$ cat src/rtl/surface_pts_serializer.sv
// Buffers one ray's surface point set and streams it out one {z,y,x} point per beat.
// Optional macro SURF_DEPTH_GATE_EN drops rays whose gt_depth is not positive.
module surface_pts_serializer #(
    parameter int N_SURFACE  = 16,
    parameter int TOTAL_BITS = 16
) (
    input  logic                              clk,
    input  logic                              rst_n,
    input  logic                              in_valid,
    output logic                              in_ready,
    input  logic [3*N_SURFACE*TOTAL_BITS-1:0] in_pts,
    input  logic [TOTAL_BITS-1:0]             in_depth,
    output logic                              out_valid,
    input  logic                              out_ready,
    output logic [3*TOTAL_BITS-1:0]           out_pt,
    output logic [$clog2(N_SURFACE)-1:0]      out_idx,
    output logic                              out_last,
    output logic [7:0]                        out_ray_id
);

    localparam int IDX_W = $clog2(N_SURFACE);
    localparam int PT_W  = 3 * TOTAL_BITS;

    typedef enum logic {IDLE, STREAM} state_t;

    state_t           state;
    logic [PT_W-1:0]  pts_q [N_SURFACE];
    logic [IDX_W-1:0] idx_q;
    logic [7:0]       ray_id_q;

    logic out_xfer;
    logic last_xfer;
    logic accept;
    logic depth_ok;
    logic load;

`ifdef SURF_DEPTH_GATE_EN
    assign depth_ok = ($signed(in_depth) > 0);
`else
    logic unused_depth;
    assign unused_depth = ^in_depth;
    assign depth_ok     = 1'b1;
`endif

    assign out_valid  = (state == STREAM);
    assign out_last   = (idx_q == IDX_W'(N_SURFACE - 1));
    assign out_idx    = idx_q;
    assign out_pt     = pts_q[idx_q];
    assign out_ray_id = ray_id_q;

    assign out_xfer  = out_valid && out_ready;
    assign last_xfer = out_xfer && out_last;
    // Ready is forced low during reset; the last beat frees the buffer for a back-to-back ray.
    assign in_ready  = rst_n && ((state == IDLE) || last_xfer);
    assign accept    = in_valid && in_ready;
    assign load      = accept && depth_ok;

    always_ff @(posedge clk or negedge rst_n) begin
        if (!rst_n) begin
            state    <= IDLE;
            idx_q    <= '0;
            ray_id_q <= '0;
            for (int unsigned i = 0; i < N_SURFACE; i++) begin
                pts_q[i] <= '0;
            end
        end else begin
            if (last_xfer) begin
                ray_id_q <= ray_id_q + 8'd1;
            end
            if (load) begin
                state <= STREAM;
                idx_q <= '0;
                for (int unsigned i = 0; i < N_SURFACE; i++) begin
                    pts_q[i] <= in_pts[i*PT_W +: PT_W];
                end
            end else if (last_xfer) begin
                state <= IDLE;
                idx_q <= '0;
            end else if (out_xfer) begin
                idx_q <= idx_q + 1'b1;
            end
        end
    end

endmodule

$ cat config.mk
export PLATFORM = sky130hd
export DESIGN_NAME = surface_pts_serializer
export DESIGN_NICKNAME = d
export VERILOG_FILES = /design/src/rtl/surface_pts_serializer.sv
export SDC_FILE = /design/constraint.sdc
export NUM_CORES = 2
export LEC_CHECK = 0
export CORE_AREA = 2 2 334 336
export CTS_BUF_LIST = sky130_fd_sc_hd__clkbuf_4
export DETAILED_ROUTE_END_ITERATION = 16
export DIE_AREA = 0 0 336 338
export MAX_ROUTING_LAYER = met4
export SYNTH_ARGS = -nofsm -noshare
export SYNTH_HDL_FRONTEND = slang
export SYNTH_SLANG_ARGS = --single-unit
$ cat constraint.sdc
create_clock -name clk -period 3 [get_ports clk]
set_input_delay 0.6 -clock clk [delete_from_list [all_inputs] [get_ports clk]]
set_output_delay 0.6 -clock clk [all_outputs]
set_load 0.005 [all_outputs]
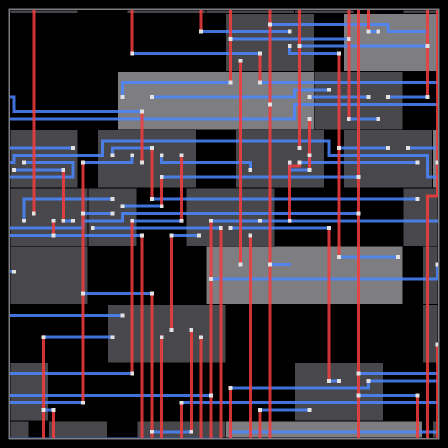
**Above:** a small window of the routed layout.
Region (242, 244) to (262, 264) µm. Cells in grey, sequential cells in the stronger grey; small squares are vias.
| colour | layer |
|---|---|
| blue | metal 1 |
| red | metal 2 |
netlist names of flops here include: `pts_q` (2)
sequential cells in the window: 2
most frequent: mux2_2 (6), o22ai_2 (2), dfrtp_1 (2)
cells with their middle in the window: 14

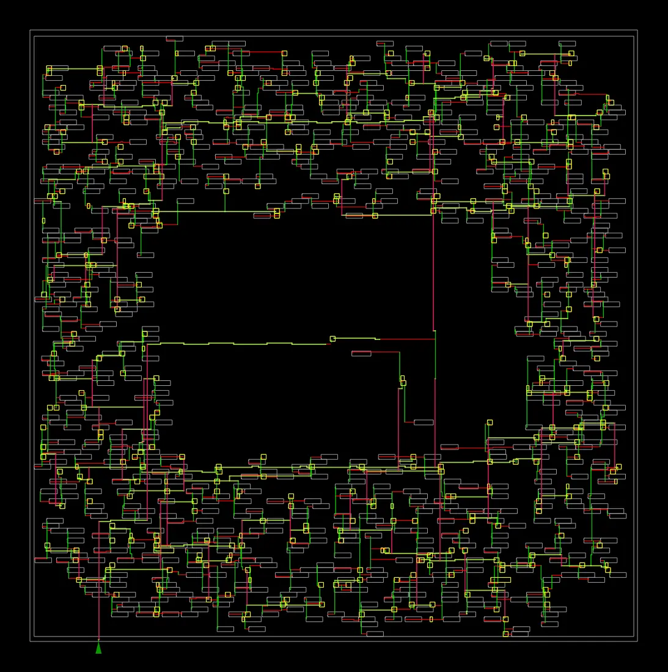
**Above:** clock wiring as the flow saved it.
Clock Sinks: 781
clk_lat worst skew: 1160 ps
FF+latch count: 781
Num CTS Buffers: 217
Clock Skew: 67.22 ps

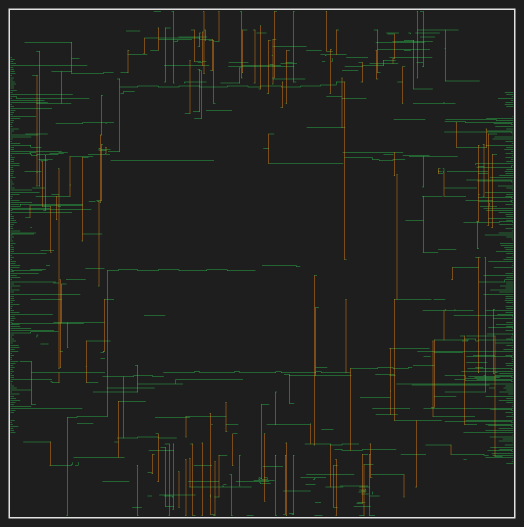
**Above:** wiring by layer.
(1.5 px per µm) Only two layers are drawn.
| colour | layer | wire length |
|---|---|---|
| orange | metal 4 | 5000 µm |
| green | metal 3 | 7480 µm |

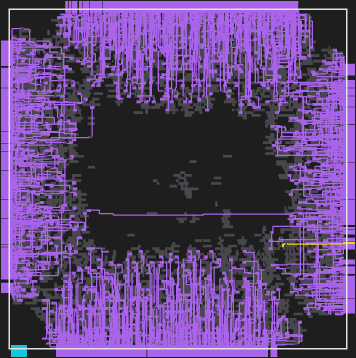
**Above:** wires at chosen ports, followed through buffers.
(1 px per µm)
| colour | port | bits | direction | end cells | buffers |
|---|---|---|---|---|---|
| cyan | `in_depth` | 16 | input | 0 | 0 |
| yellow | `out_last` | 1 | output | 1 | 1 |
| purple | `in_pts` | 768 | input | 768 | 1429 |
# port buffers: 834
# IOs: 851

metrics by stage:
step	utilization, %	worst slack [ps]
floorplan	-	606.7
global placement	41.63	19.00
detailed placement	41.63	22.12
CTS	52.03	-982.9
global route	53.21	-1000
finish	53.22	-791.2
metal layers:
metal,global-route usage (%),up-vias,routed length [µm]
li1,-,12030,-
met1,25.59,13890,51810
met2,39.33,985,68540
met4,9.751,0,5000
met5,-,-,0
met3,5.698,327,7479
logic make-up after synthesis:
logic type | Yosys count | share of synthesized area (%)
muxes | 1021 | 37.93
DFF | 781 | 56.23
buffers and inverters | 159 | 2.210
AOI/OAI and AO/OA | 122 | 2.530
and+or+nand+nor | 64 | 0.8315
xor gates and xnor gates | 8 | 0.2016
adders and majority gates | 2 | 0.07198
==> flow_metrics.tcl <==
# flow metrics
set metrics [dict create \
    failed_checks "negative setup slack" \
    power-top-group "combinational cells" \
    tap-cell-count 1488 \
    finalSetupViolCount 51 \
    drive_above_1_share_pct 41.18 \
    worst-path-max-fanout 7 \
    area_delta_synth_final_pct 68.51 \
    via_per_inst 4.781 \
    synth_nets 2947 \
    cts.path.max_buffers 3 \
    fin_ws_ps -791.2 \
    grt_overflow 0 \
    final-clk-cell-share_pct 4.845 \
    synth_seq_share_pct 56.23 \
    r2r_slack_ps 120 \
    finalCritPeriodShare_pct 126.4 \
    cts-resized-gates 396 \
    first_iter_violations 1173 \
    inv_count 2 \
    ys_cells 2157 \
    wirelength_um 132800 \
    max_freq_mhz 263.8 \
    clk-power_uw 10100 \
    comb_power_share_pct 45.4 \
    min_from "in_pts[346]" \
    htree_levels 4 \
    routedWlPerCell_um 23.32 \
    cp-end-kind "output port" \
    buffer_area_share_pct 32.14 \
    status "complete, but fails checks" \
    seqPwrFrac_pct 35.6 \
    n_fill_cell 9000 \
    rsz0062_at_grt "true" \
    min_period_ps 3791 \
    power_frac_clock_pct 19.0 \
    cts_tree "built" \
]
Power figures rest on the tool's default switching activity, not on a simulated workload.
